### src/rtl/stereo_sample_scheduler.sv
// stereo_sample_scheduler
//   Shares one sample generator between the left and right codec channels.
//   On each generate_next pulse, aural_state picks the mode. The block issues
//   one request (mono, left-only, right-only) or two requests (stereo) and
//   collects the returned samples. It then presents a registered L/R pair
//   together with a one-cycle samples_ready.
//
//   Ports
//     clk, rst       clock, asynchronous active-high reset
//     aural_state    mode: 00 mono, 01 stereo, 10 left-only, 11 right-only
//     generate_next  codec pulse requesting the next pair
//     gen_valid      generator sample valid
//     gen_sample     generator sample, passed through unmodified
//     gen_req        one-cycle request to the generator
//     gen_chan       channel of the outstanding request (0 left, 1 right)
//     left_sample    registered left output
//     right_sample   registered right output
//     samples_ready  one-cycle strobe while the new pair is presented
//     timeout        one-cycle pulse after a request expired without data
//     overrun        generate_next arrived while a frame was in progress
module stereo_sample_scheduler #(
  parameter int WIDTH   = 16,
  parameter int TIMEOUT = 64
) (
  input  logic             clk,
  input  logic             rst,
  input  logic [1:0]       aural_state,
  input  logic             generate_next,
  input  logic             gen_valid,
  input  logic [WIDTH-1:0] gen_sample,
  output logic             gen_req,
  output logic             gen_chan,
  output logic [WIDTH-1:0] left_sample,
  output logic [WIDTH-1:0] right_sample,
  output logic             samples_ready,
  output logic             timeout,
  output logic             overrun
);

  localparam int CW = (TIMEOUT > 2) ? $clog2(TIMEOUT) : 1;

  typedef enum logic [1:0] {IDLE, REQ, WAIT, DONE} state_t;

  state_t           state;
  logic [1:0]       mode_q;
  logic             chan_q;
  logic [CW-1:0]    cnt;
  logic [WIDTH-1:0] shadow0, shadow1;

  logic             expired, capture, more;
  logic [WIDTH-1:0] cap_val, sh0_n, sh1_n;

  // A request ends on data or on expiry. When both occur in the same cycle,
  // the data wins.
  assign expired = (cnt == CW'(TIMEOUT - 1));
  assign capture = (state == WAIT) && (gen_valid || expired);
  assign cap_val = gen_valid ? gen_sample : '0;
  // Shadow values including this cycle's capture. Outputs load from these
  // values, so the sample that closes the frame is visible immediately.
  assign sh0_n   = (capture && !chan_q) ? cap_val : shadow0;
  assign sh1_n   = (capture &&  chan_q) ? cap_val : shadow1;
  // Stereo needs a second (right) request after the left capture.
  assign more    = (mode_q == 2'b01) && !chan_q;

  assign gen_req       = (state == REQ);
  assign samples_ready = (state == DONE);
  assign gen_chan      = chan_q;
  assign overrun       = generate_next && (state != IDLE);

  always_ff @(posedge clk or posedge rst) begin
    if (rst) begin
      state        <= IDLE;
      mode_q       <= 2'b00;
      chan_q       <= 1'b0;
      cnt          <= '0;
      shadow0      <= '0;
      shadow1      <= '0;
      left_sample  <= '0;
      right_sample <= '0;
      timeout      <= 1'b0;
    end else begin
      timeout <= 1'b0;
      case (state)
        IDLE: if (generate_next) begin
          mode_q <= aural_state;
          chan_q <= (aural_state == 2'b11);
          state  <= REQ;
        end
        REQ: begin
          cnt   <= '0;
          state <= WAIT;
        end
        WAIT: begin
          cnt <= cnt + 1'b1;
          if (capture) begin
            shadow0 <= sh0_n;
            shadow1 <= sh1_n;
            timeout <= !gen_valid;
            if (more) begin
              chan_q <= 1'b1;
              state  <= REQ;
            end else begin
              state <= DONE;
              case (mode_q)
                2'b00: begin left_sample <= cap_val; right_sample <= cap_val; end
                2'b01: begin left_sample <= sh0_n;   right_sample <= sh1_n;   end
                2'b10: begin left_sample <= sh0_n;   right_sample <= '0;      end
                default: begin left_sample <= '0;    right_sample <= sh1_n;   end
              endcase
            end
          end
        end
        default: state <= IDLE;
      endcase
    end
  end

endmodule

### config.mk
export PLATFORM = sky130hd
export DESIGN_NAME = stereo_sample_scheduler
export DESIGN_NICKNAME = d
export VERILOG_FILES = /design/src/rtl/stereo_sample_scheduler.sv
export SDC_FILE = /design/constraint.sdc
export NUM_CORES = 1
export LEC_CHECK = 0
export CORE_MARGIN = 2
export CORE_UTILIZATION = 30
export DETAILED_ROUTE_END_ITERATION = 8
export SLEW_MARGIN = 20
export SYNTH_ARGS = -nofsm -noshare
export SYNTH_HDL_FRONTEND = slang
export SYNTH_SLANG_ARGS = --single-unit
### constraint.sdc
create_clock -name clk -period 3.31 [get_ports clk]
set_clock_uncertainty 0.05 [all_clocks]
set_input_delay 0.662 -clock clk [delete_from_list [all_inputs] [get_ports clk]]
set_output_delay 0.662 -clock clk [all_outputs]
set_load 0.005 [all_outputs]
### Cell sizes after repair, run 1

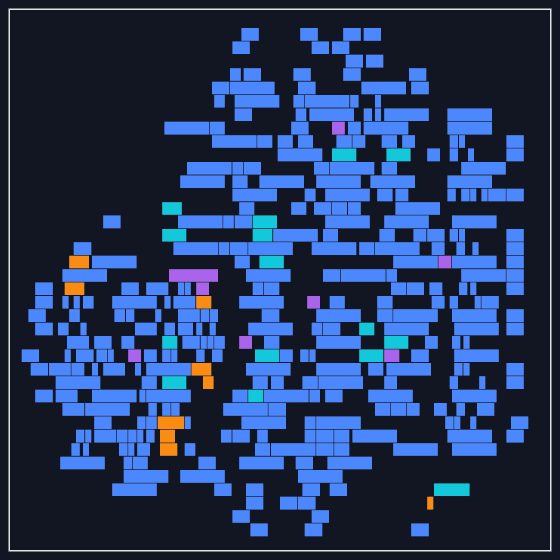
blue -> drive 1 or less  # cells 315, share 91%
cyan -> drive 6 and up  # cells 15, share 4.3%
orange -> drive 2  # cells 9, share 2.6%
purple -> drive 3 to 4  # cells 8, share 2.3%

### Logic cells by family, run 1

The bar under the picture is 20 µm long.
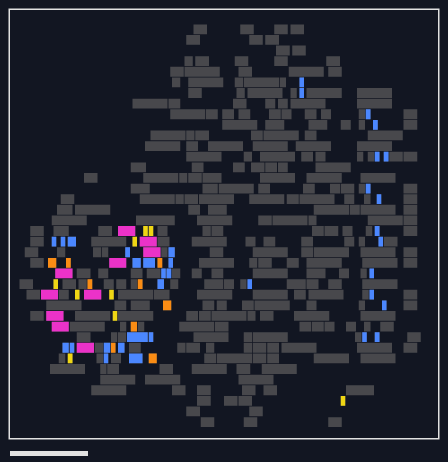
yellow -> inverters  # cells 9
magenta -> adder and majority cells  # cells 10
orange -> NOR gates  # cells 9
blue -> NAND gates  # cells 35
Finished Layout Cells: 487
Comb/total area: 31.1%
most numerous logic cell after layout: dfrtp_1

### Routed clock nets over the placement, run 1

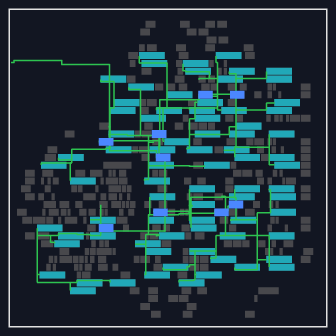
cyan -> flip-flops  # count 76
green -> clock wires  # length 976 µm
blue -> cells driving clock nets  # count 9
routed clock nets = 10

-- run 1: final timing paths --
check | end | cells past startpoint | start
worst min-delay path | right_sample[14] | 2 | right_sample[14]
worst max-delay path | overrun | 3 | generate_next
min in group asynchronous | right_sample[11] | 3 | rst
worst min register to register | right_sample[14] | 2 | right_sample[14]
worst max register to register | right_sample[14] | 7 | state[0]
max in group asynchronous | gen_chan | 3 | rst
-- run 1: per-stage QoR --
step                utilization, %  std cells  hold WS, ns  instance area, µm²
floorplan                        -        284        0.416                3350
global placement              37.4        471        0.412                4080
detailed placement            37.4        471        0.420                4080
CTS                           39.2        487        0.442                4260
global route                  39.2        487        0.464                4270
finish                        39.2        487        0.432                4270
==> impl_metrics.env, run 1 <==
# implementation run metrics
export IMPL_grt_max_degree=77
export IMPL_fin_crit_ns=2.53
export IMPL_yosysTopAreaCellShare_pct=56.8
export IMPL_top_power_group="sequential cells"
export IMPL_arrival_ns=1.82
export IMPL_p_per_area_mw_per_mm2=864
export IMPL_ctsResizeCount=0
export IMPL_hold_path_class="reg -> reg"
export IMPL_n_fill_cell=1083
export IMPL_dr_wl_met3_um=342
export IMPL_place_congestion=0.736
export IMPL_p_sw_uw=1290
export IMPL_critical_path_most_common_cell="clkdlybuf4s50_1"
export IMPL_finalHoldViolCount=0
export IMPL_clockBufferDepth=2
export IMPL_biggestCellCategory="flip-flops and latches"
export IMPL_grt_antenna_before_repair=0
export IMPL_flop_area_mm2=0.00190
export IMPL_cts_tree="done"
export IMPL_grt_use_met1_pct=19.4
export IMPL_seq_share_pct=44.6
export IMPL_tightest_slew_ns=0.730
export IMPL_finalSetupTns_ns=0
export IMPL_vias_per_cell=5.06
export IMPL_ys_seq_share_pct=56.8
export IMPL_initCoreUtil_pct=30.8
export IMPL_n_antenna_cell=0
export IMPL_use_met2_pct=21.7
export IMPL_synth_cell_types=38
export IMPL_yosys_warnings=0
export IMPL_seqPwrFrac_pct=42.2
export IMPL_tool_warnings=33
export IMPL_area_growth_synth_to_final_pct=27.4
export IMPL_clkCellAreaFrac_pct=4.43
export IMPL_synth_cellmix_simpleShare_pct=9.90
export IMPL_crit_buf_inv=2
export IMPL_drc_errors=0
export IMPL_synthAdderAreaFrac_pct=3.74
export IMPL_synth_flops=76
export IMPL_taps=140
export IMPL_hold_buffers=0
export IMPL_ff_type="dfrtp_1"
export IMPL_rsz0062_at_grt="false"
export IMPL_start_kind="primary input"
export IMPL_rows=38
export IMPL_wl_per_cell_um=16.3
export IMPL_mux_share_pct=1.57
export IMPL_status="completed"
export IMPL_top_layer="met4"
export IMPL_critPathRequiredTime_ns=2.60
export IMPL_fin_total_pwr_uw=3690
export IMPL_switching_share_pct=35.0
export IMPL_p_comb_uw=1450
export IMPL_path_cells="clkdlybuf4s50_1, nor2b_1, clkdlybuf4s50_1"
export IMPL_wl_met2_um=3650
export IMPL_buf_share_pct=15.0
export IMPL_p_clk_share_pct=18.6
export IMPL_ys_sh_xor_pct=0
export IMPL_avgSynthCellArea_um2=11.8
export IMPL_use_met3_pct=4.51
export IMPL_cts_setup_buffers=0
export IMPL_grt_pass1_wl_um=13100
export IMPL_critPathMaxFanout=4
export IMPL_nets=374
export IMPL_die_w_um=110
export IMPL_comb_power_share_pct=39.2
export IMPL_powerSeq_uw=1560
export IMPL_topCellsByArea="dfrtp_1 57%, a22o_1 8.6%, a221o_1 4.8%"
export IMPL_yosysTopAreaCell="dfrtp_1"
## Run 2: what changed since run 1
==> constraint.sdc (replaced) <==
create_clock -name clk -period 2.6 [get_ports clk]
set_clock_uncertainty 0.05 [all_clocks]
set_input_delay 0.52 -clock clk [delete_from_list [all_inputs] [get_ports clk]]
set_output_delay 0.52 -clock clk [all_outputs]
set_load 0.005 [all_outputs]
### Routing congestion, run 2

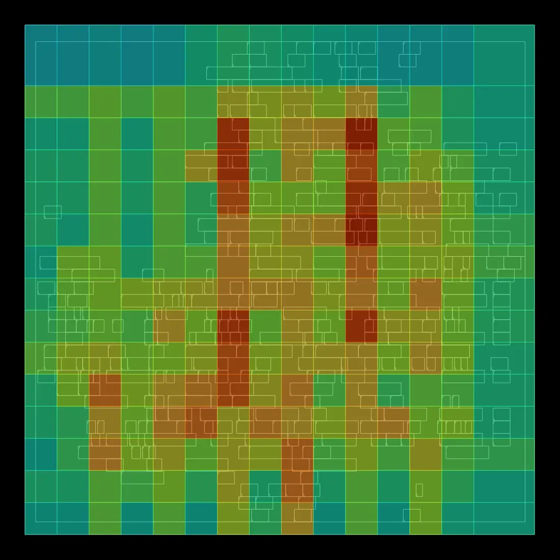
met1 usage: 21.0%
GR Util met2: 21.0%
global routing's busiest layer: met1

### Routed clock nets over the placement, run 2

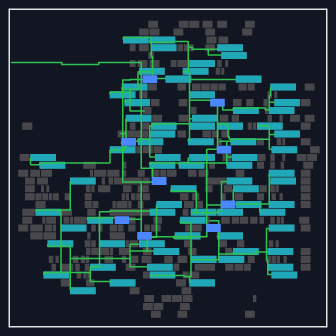
blue -> cells driving clock nets  # count 9
cyan -> flip-flops  # count 76
green -> clock wires  # length 1040 µm
routed clock nets = 10
Clock power frac: 20.7%
Clock Latency Late Sink: 0.35 ns
P_clk: 1000 µW

==> run 2 against run 1 <==
Net effect: total power up 31%; sequential share of layout area fell by 0.93 points; count of clock-buffer cells in the layout up 1; area after synthesis did not move; cell count grew 1.4%; global-route usage increased by 0.17 points; design area rose by 2.1%; non-clock buffer count is 7 higher; largest cell class unchanged.
==> impl_metrics.env, run 2 <==
# implementation run metrics
export IMPL_topCellsByArea="dfrtp_1 57%, a22o_1 8.6%, a221o_1 4.8%"
export IMPL_synth_edff_count=0
export IMPL_grt_max_degree=39
export IMPL_holdPathEnd="right_sample[15]"
export IMPL_hold_buffers=0
export IMPL_mux_share_pct=1.57
export IMPL_ctsResizeCount=0
export IMPL_fin_crit_ns=2.37
export IMPL_crit_end="overrun"
export IMPL_vias_per_cell=5.10
export IMPL_layout_top_cell="dfrtp_1"
export IMPL_p_leak_uw=0.00193
export IMPL_grt_pass1_vias=2491
export IMPL_clk_pin_slew_ns=0.09
export IMPL_fin_area_mm2=0.00436
export IMPL_synthAdderAreaFrac_pct=3.74
export IMPL_status="completed"
export IMPL_n_antenna_cell=0
export IMPL_ys_sh_xor_pct=0
export IMPL_rows=38
export IMPL_dr_wl_met3_um=387
export IMPL_arrival_ns=1.80
export IMPL_place_area_mm2=0.00414
export IMPL_clockBufferDepth=2
export IMPL_ir_drop_v=0.000517
export IMPL_switching_share_pct=33.1
export IMPL_cts_setup_buffers=0
export IMPL_tightest_slew_ns=0.729
export IMPL_finalClockPeriodUsage_pct=91.3
export IMPL_drv_cap=0
export IMPL_yosysTopAreaCell="dfrtp_1"
export IMPL_internal_power_uw=3250
export IMPL_cts_tree="done"
export IMPL_synth_cellmix_simpleShare_pct=9.90
export IMPL_start_kind="flip-flop"
export IMPL_hpwl_um=5460
export IMPL_ys_seq_share_pct=56.8
export IMPL_critPathRequiredTime_ns=2.03
export IMPL_comb_power_share_pct=38.4
export IMPL_synth_flops=76
export IMPL_yosysTopAreaCellShare_pct=56.8
export IMPL_tool_warnings=33
export IMPL_grt_pass1_wl_um=13100
export IMPL_die_w_um=110
export IMPL_fin_total_pwr_uw=4850
export IMPL_grt_usage_pct=14.5
export IMPL_ff_type="dfrtp_1"
export IMPL_nets=381
export IMPL_min_delay_path_depth=2
export IMPL_hold_start="right_sample[15]"
export IMPL_drc_errors=0
export IMPL_hold_path_class="reg -> reg"
export IMPL_top_layer="met4"
export IMPL_seqPwrFrac_pct=40.8
export IMPL_wl_met2_um=3560
export IMPL_r2r_start="state[0]"
export IMPL_critPathMaxFanout=6
export IMPL_p_sw_uw=1600
export IMPL_synth_cell_types=38
export IMPL_area_growth_synth_to_final_pct=30.1
export IMPL_p_per_area_mw_per_mm2=1110
export IMPL_crit_cells=4
export IMPL_path_cells="inv_1, ha_1, nor2b_1, clkdlybuf4s50_1"
export IMPL_crit_buf_inv=2
export IMPL_timing_rr_end="right_sample[5]"
export IMPL_rsz0062_at_grt="false"
export IMPL_crit_path_start="state[0]"
export IMPL_first_iter_violations=158
export IMPL_wl_per_cell_um=16.3
export IMPL_grt_antenna_before_repair=0
export IMPL_ff2ff_path_depth=7
export IMPL_finalSetupTns_ns=0
export IMPL_yosys_warnings=0
export IMPL_place_congestion=0.769
export IMPL_avgSynthCellArea_um2=11.8
export IMPL_initCoreUtil_pct=30.8
export IMPL_finalHoldViolCount=0
### Metal 3, run 2

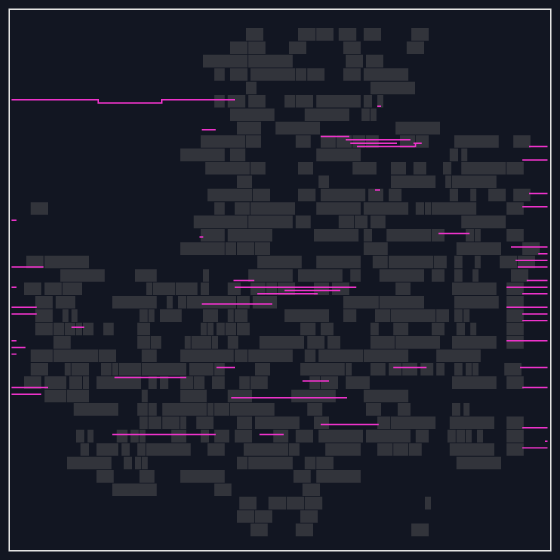
share of all routed wire = 4.8%
nets with wire on the layer = 46
wire length on this layer = 388 µm
longest straight run = 24.4 µm
WL final: 8040 µm
total number of vias: 2519
GRT met3 Usage: 3.14%

run 2: final cells by class:
type,count,area (µm²)
inverters,9,33.8
clock inverters,6,87.6
clock buffers,10,128
well taps,140,175
fillers,1047,6530
flip-flops and latches,76,1900
repair buffers,71,703
multi-input cells,182,1330
run 2: per-stage QoR:
stage / instances / hold WS [ns] / utilization [%]
after floorplan: 284 / 0.416 / -
after global routing: 494 / 0.459 / 40.0
after CTS: 494 / 0.440 / 40.0
final: 494 / 0.430 / 40.0
after global placement: 478 / 0.413 / 38.0
after detailed placement: 478 / 0.423 / 38.0
run 2: power groups by stage:
stage                     Sequential (µW)  Clock, µW  Combinational (µW)
after floorplan                      1930          0                1110
after global placement               1990          0                1830
after detailed placement             1990          0                1860
after CTS                            1980       1020                1880
after global routing                 2040       1100                2090
final                                1980       1000                1860
Power is estimated from default activity; no workload was simulated.
